### config.mk
export PLATFORM = sky130hd
export DESIGN_NAME = bch_chien_search
export DESIGN_NICKNAME = d
export VERILOG_FILES = /design/src/rtl/bch_chien_search.sv
export SDC_FILE = /design/constraint.sdc
export NUM_CORES = 1
export LEC_CHECK = 0
export CAP_MARGIN = 30
export CELL_PAD_IN_SITES_DETAIL_PLACEMENT = 1
export CELL_PAD_IN_SITES_GLOBAL_PLACEMENT = 1
export CORE_ASPECT_RATIO = 0.6
export CORE_MARGIN = 2
export CORE_UTILIZATION = 41
export CTS_CLUSTER_DIAMETER = 50
export CTS_CLUSTER_SIZE = 24
export DETAILED_ROUTE_END_ITERATION = 6
export GPL_ROUTABILITY_DRIVEN = 0
export PLACE_DENSITY_LB_ADDON = 0.15
export SYNTH_ARGS = -nofsm -noshare
export SYNTH_HDL_FRONTEND = slang
export SYNTH_SLANG_ARGS = --single-unit
### constraint.sdc
create_clock -name clk -period 1.95 [get_ports clk]
set_input_delay 0.39 -clock clk [delete_from_list [all_inputs] [get_ports clk]]
set_output_delay 0.39 -clock clk [all_outputs]
set_load 0.01 [all_outputs]
### src/rtl/bch_chien_search.sv
// Serial Chien search for the BCH(15,7) decoder over GF(16) (x^4+x+1).
// Evaluates sigma(alpha^-j) for one position per cycle and flips the bits it finds in error.
module bch_chien_search #(
    parameter int unsigned N = 15,
    parameter int unsigned M = 4
) (
    input  logic         clk,
    input  logic         rst,
    input  logic         start,
    input  logic [M-1:0] lambda1,
    input  logic [M-1:0] lambda2,
    input  logic [N-1:0] rx_word,
    output logic         busy,
    output logic         done,
    output logic [N-1:0] data_out,
    output logic [1:0]   err_count,
    output logic         fail
);

    localparam int unsigned JW    = 4;
    localparam int unsigned J_MAX = N - 1;

    typedef enum logic [1:0] {
        S_IDLE   = 2'd0,
        S_SEARCH = 2'd1,
        S_DONE   = 2'd2
    } state_t;

    // Multiply by alpha^-1 (= alpha^14): divide by x modulo x^4+x+1.
    function automatic logic [M-1:0] mul_a14(input logic [M-1:0] v);
        return {v[0], v[3], v[2], v[1] ^ v[0]};
    endfunction

    function automatic logic [M-1:0] mul_a13(input logic [M-1:0] v);
        return mul_a14(mul_a14(v));
    endfunction

    state_t        state, state_nxt;
    logic [N-1:0]  work, work_nxt;
    logic [N-1:0]  rx_lat, rx_lat_nxt;
    logic [M-1:0]  t1, t1_nxt;
    logic [M-1:0]  t2, t2_nxt;
    logic [JW-1:0] j, j_nxt;
    logic [1:0]    root_cnt, root_cnt_nxt;
    logic [1:0]    deg, deg_nxt;
    logic          busy_nxt, done_nxt, fail_nxt;
    logic [N-1:0]  data_out_nxt;
    logic [1:0]    err_count_nxt;
    logic [M-1:0]  s_c;

    assign s_c = M'(1) ^ t1 ^ t2;

    // Next-state and next-output logic.
    always_comb begin
        state_nxt     = state;
        work_nxt      = work;
        rx_lat_nxt    = rx_lat;
        t1_nxt        = t1;
        t2_nxt        = t2;
        j_nxt         = j;
        root_cnt_nxt  = root_cnt;
        deg_nxt       = deg;
        done_nxt      = 1'b0;
        data_out_nxt  = data_out;
        err_count_nxt = err_count;
        fail_nxt      = fail;

        case (state)
            S_IDLE: begin
                if (start) begin
                    work_nxt     = rx_word;
                    rx_lat_nxt   = rx_word;
                    t1_nxt       = lambda1;
                    t2_nxt       = lambda2;
                    j_nxt        = '0;
                    root_cnt_nxt = '0;
                    if (lambda2 != '0)      deg_nxt = 2'd2;
                    else if (lambda1 != '0) deg_nxt = 2'd1;
                    else                    deg_nxt = 2'd0;
                    state_nxt    = S_SEARCH;
                end
            end
            S_SEARCH: begin
                if (s_c == '0) begin
                    work_nxt     = work ^ (N'(1) << j);
                    root_cnt_nxt = (root_cnt == 2'd3) ? 2'd3 : root_cnt + 2'd1;
                end
                t1_nxt = mul_a14(t1);
                t2_nxt = mul_a13(t2);
                if (j == JW'(J_MAX)) state_nxt = S_DONE;
                else                 j_nxt     = j + JW'(1);
            end
            S_DONE: begin
                done_nxt = 1'b1;
                if (root_cnt == deg) begin
                    data_out_nxt  = work;
                    err_count_nxt = root_cnt;
                    fail_nxt      = 1'b0;
                end else begin
                    data_out_nxt  = rx_lat;
                    err_count_nxt = 2'd0;
                    fail_nxt      = 1'b1;
                end
                state_nxt = S_IDLE;
            end
            default: state_nxt = S_IDLE;
        endcase

        busy_nxt = (state_nxt == S_SEARCH);
    end

    always_ff @(posedge clk) begin
        if (rst) begin
            state     <= S_IDLE;
            work      <= '0;
            rx_lat    <= '0;
            t1        <= '0;
            t2        <= '0;
            j         <= '0;
            root_cnt  <= '0;
            deg       <= '0;
            busy      <= 1'b0;
            done      <= 1'b0;
            data_out  <= '0;
            err_count <= '0;
            fail      <= 1'b0;
        end else begin
            state     <= state_nxt;
            work      <= work_nxt;
            rx_lat    <= rx_lat_nxt;
            t1        <= t1_nxt;
            t2        <= t2_nxt;
            j         <= j_nxt;
            root_cnt  <= root_cnt_nxt;
            deg       <= deg_nxt;
            busy      <= busy_nxt;
            done      <= done_nxt;
            data_out  <= data_out_nxt;
            err_count <= err_count_nxt;
            fail      <= fail_nxt;
        end
    end

endmodule

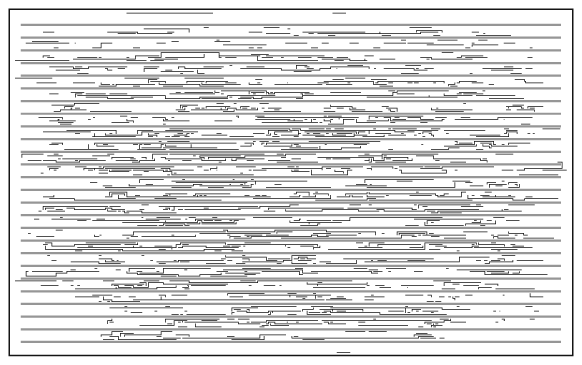
run_1/met1.png
Supply wires on this layer in gray.
nets with wire on the layer: 431
wire length on this layer: 4800 um
share of all routed wire: 46%
longest straight run: 40.9 um
WL final: 10.4 mm
met1 usage: 31.1%
via total after detailed routing: 3113

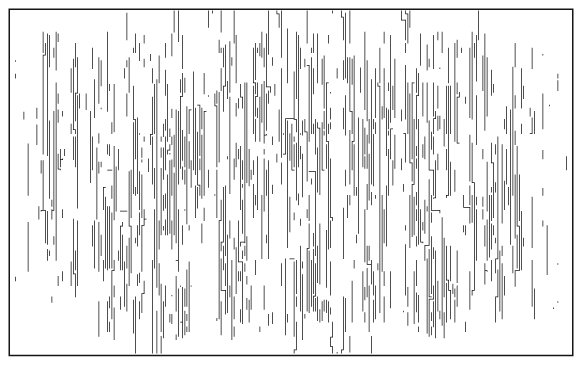
run_1/met2.png
main direction: vertical
nets with wire on the layer: 417
share of all routed wire: 47%
wire length on this layer: 4870 um
longest straight run: 48.6 um

==> reports/results.ini, run 1 <==
[finish]
final_cell_mix=dfxtp_1 (68), nand2_1 (61), clkdlybuf4s50_1 (44)
clkbuf_count=11
lay_top_count=dfxtp_1
clockNetworkAreaShare_pct=7.32
num-fill-cells=934
logic_area_um2=1810
num-nonclk-buffers=71

[synth]
netlist_instances=393
ys_cells=393
yosys-top-cells-count=dfxtp_1 (68), nand2_1 (61), nand3_1 (39)
ys_sh_simple_pct=23.2
synth_seq_share_pct=40.7
ys_chip_area_um2=3340

[pwr]
seq_power_w=0.00157
ir_drop_uv=613
comb_cell_power_w=0.000545
power.density_nw_per_um2=891
switching_share_pct=25.6
clk-power_w=0.00175
seqPwrFrac_pct=40.6
p_sw_w=0.000988

[sta]
finalCritPeriodShare_pct=88.1
skew_ns=0.00641
final.setup.tns_ns=0
worst_slew_pin_slew_ns=0.487
fin_ws_ns=0.232
fin_crit_ns=1.72

[grt]
grt_max_degree=43
antenna_found_initial=0

[placed_design]
placed_cell_area_um2=4020

[setup_path]
worstRegToRegCells=7
slowest_stage=dfxtp_1
cp_top_family=simple AND/OR/NAND/NOR gates

[clock_tree]
cts_resized=0
clockBufferDepth=2
root_buffer=clkbuf_16
post_cts_buffers=0
hold_buffers=0

[status]
status=finished, final reports clean

[run]
drv_cap=0

[routing]
met2_length_mm=4.87

[hold_path]
hold_depth=2

[floorplanning]
num_rows=25

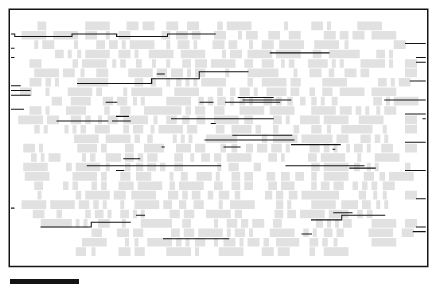
run_1/met3.png
The bar under the picture is 20 um long. Cells faint in the background.
nets with wire on the layer: 38
wire length on this layer: 521 um

==> run 1: path summary, 6_finish.rpt <==
check	startpoint	endpoint	slack, ns
setup / recovery	j[0]$_SDFFE_PP0P_	j[2]$_SDFFE_PP0P_	0.23
hold reg to reg	rx_lat[4]$_SDFFE_PP0P_	rx_lat[4]$_SDFFE_PP0P_	0.45
hold / removal	rst	deg[0]$_SDFFE_PP0P_	0.36
setup reg to reg	j[0]$_SDFFE_PP0P_	j[2]$_SDFFE_PP0P_	0.23
==> run 1: flip-flops by register name, summed over array words and instances (netlist names) <==
| signal | count |
|---|---|
| fail | 1 |
| err_count | 2 |
| t2 | 4 |
| busy | 1 |
| j | 4 |
| state | 2 |
| data_out | 15 |
| rx_lat | 15 |
| work | 15 |
| done | 1 |
| t1 | 4 |
| root_cnt | 2 |
| deg | 2 |
==> inputs of run 2 (changes only) <==
- CORE_MARGIN: 2 -> 1.5
- PLACE_DENSITY_LB_ADDON: 0.15 -> 0.1
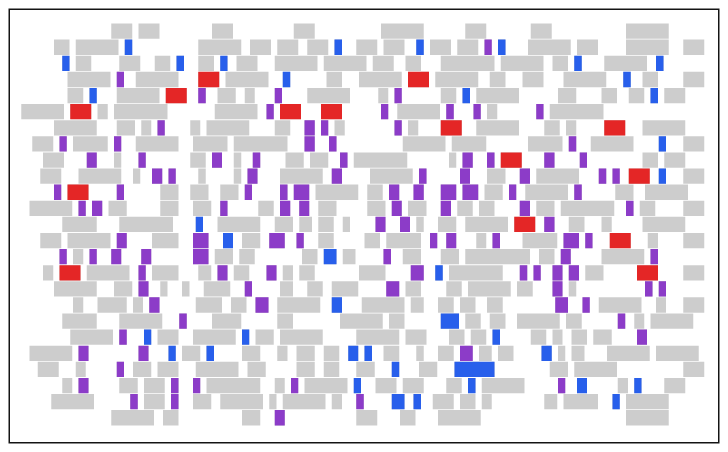
run_2/gate_families.png
[purple] NAND gates | cells: 112
[red] multiplexers | cells: 15
[blue] NOR gates | cells: 39 | where: all over the die

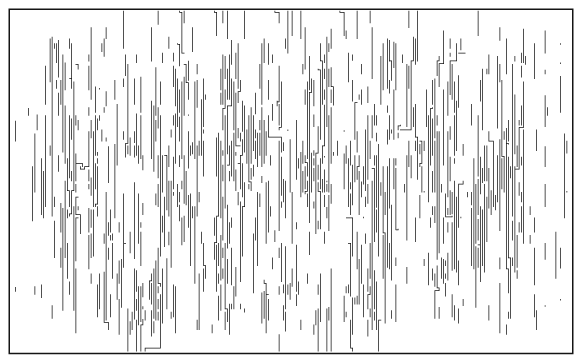
run_2/met2.png
longest straight run: 38.1 um
wire length on this layer: 4650 um
nets with wire on the layer: 427
share of all routed wire: 46%
met2 usage: 42.2%
WL final: 10.1 mm

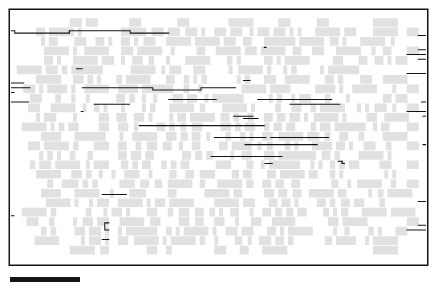
run_2/met3.png
The bar under the picture is 20 um long. Cells faint in the background.
met3 global-route usage: 5.94%
via total after detailed routing: 3151

==> reports/results.ini, run 2 <==
[synth]
most_common_cell=dfxtp_1
synth_cell_types=45
ys_chip_area_um2=3340  ; unchanged
netlist_area_um2=3340
syn_area_per_cell_um2=8.50
netlist_instances=393  ; unchanged
top_cells_by_area=dfxtp_1 (41%), nand2_1 (6.9%), nand3_1 (5.8%)
yosys-top-cells-count=dfxtp_1 (68), nand2_1 (61), nand3_1 (39)
ys_cells=393  ; unchanged
fp_nets=425
synth-edff-count=0
synth_seq_share_pct=40.7  ; unchanged

[placed_design]
placed_cell_area_um2=4040  ; +0.34%
io_buffers=45
pre_cts_slack_ns=0.0470

[setup_path]
rr_startpoint=j[0]$_SDFFE_PP0P_
slowest_stage=dfxtp_1
crit_end=j[2]$_SDFFE_PP0P_
rr_endpoint=j[2]$_SDFFE_PP0P_
worstRegToRegCells=6  ; -1
rrSetupSlack_ns=0.16  ; -0.08 ns
cp.required_ns=2.21
crit_buf_inv=1
crit_start=j[0]$_SDFFE_PP0P_
cp_top_family=simple AND/OR/NAND/NOR gates
path_cells=inv_1 > ha_1 > nand3_1 > nand2_1 > or2_2 > a21oi_1

[clock_tree]
cts_tree=built
tritoncts.num_buffers=9
cts.sinks=68
cts_resized=0  ; unchanged
root_buffer=clkbuf_16
clockBufferDepth=2  ; unchanged
post_cts_buffers=0  ; unchanged
htree_levels=3
hold_buffers=0  ; unchanged

[floorplanning]
chipArea_um2=8720
die_w_um=120
die_y_um=72.9
taps=108
num_rows=25  ; unchanged

[hold_path]
hold-path-endpoint=rx_lat[7]$_SDFFE_PP0P_
hold_path_class=reg2reg
min_from=rx_lat[7]$_SDFFE_PP0P_
hold_depth=2  ; unchanged

[routing]
ant_nets=0
drtIter0Drc=224
dr.pass1.iters=4
met2_length_mm=4.65  ; -4.4%
wl_met1_mm=5.03
routed_via_density=5.62

[sta]
finalCritPeriodShare_pct=92.0  ; +3.9 points
final.setup.tns_ns=0  ; unchanged
worst_slew_pin_slew_ns=0.512  ; +0.0256 ns
fin_crit_ns=1.79  ; +0.0765 ns
skew_ns=0.00612  ; -0.000290 ns
finalHoldViolCount=0
fin_ws_ns=0.156  ; -0.0765 ns

[finish]
logic_area_um2=1810  ; unchanged
num-fill-cells=932  ; -0.21%
comb_cells=284
seqCellArea_um2=1360
fin_area_um2=4330
largest_class=multi-input combinational cells
sh_comb_area_pct=41.7
buffer_area_share_pct=16.1
clockNetworkAreaShare_pct=6.87  ; -0.45 points
lay_top_count=dfxtp_1
clkbuf_count=15  ; +4
final_cell_mix=dfxtp_1 (68), nand2_1 (61), clkdlybuf4s50_1 (44)
num-nonclk-inverters=10
num-nonclk-buffers=75  ; +5.6%
largestRegisters=data_out (15), rx_lat (15), work (15)
antenna_cells=0

[grt]
gr-usage-all-layers_pct=24.9
grt_util_met1_pct=32.6  ; +1.5 points
top_usage_layer=met2
grt_pass1_vias=3280
antenna_found_initial=0  ; unchanged
grt_max_degree=47  ; +9.3%

[pwr]
power.density_nw_per_um2=869  ; -2.5%
leakagePower_nw=1.57
total_power_w=0.00377
ir_drop_uv=468  ; -24%

[run]
drv_cap=0  ; unchanged

[status]
status=finished, final reports clean

-- run 2: cell families (layout without fill, tap and decap cells) --
group,Yosys count,count (layout),share of synthesized area [%]
buffers and inverters,41,101,5.32
adders and majority gates,6,6,2.25
AOI/OAI and AO/OA,91,91,21.9
xor gates and xnor gates,8,8,2.10
muxes,15,15,4.49
DFF,68,68,40.7
and+or+nand+nor,164,164,23.2
-- run 2: metrics by stage --
stage	hold slack [ns]	instances
6_report	0.455	561
5_1_grt	0.476	561
4_1_cts	0.455	561
3_5_place_dp	0.448	545
3_3_place_gp	0.438	545
2_1_floorplan	0.436	393
-- run 2: power by group --
group | internal [W] | total, W | switching [W]
clock network | 0.00106 | 0.00165 | 0.000583
logic | 0.000263 | 0.000552 | 0.000289
registers | 0.00147 | 0.00157 | 0.0000950
Power and IR drop assume default switching activity.
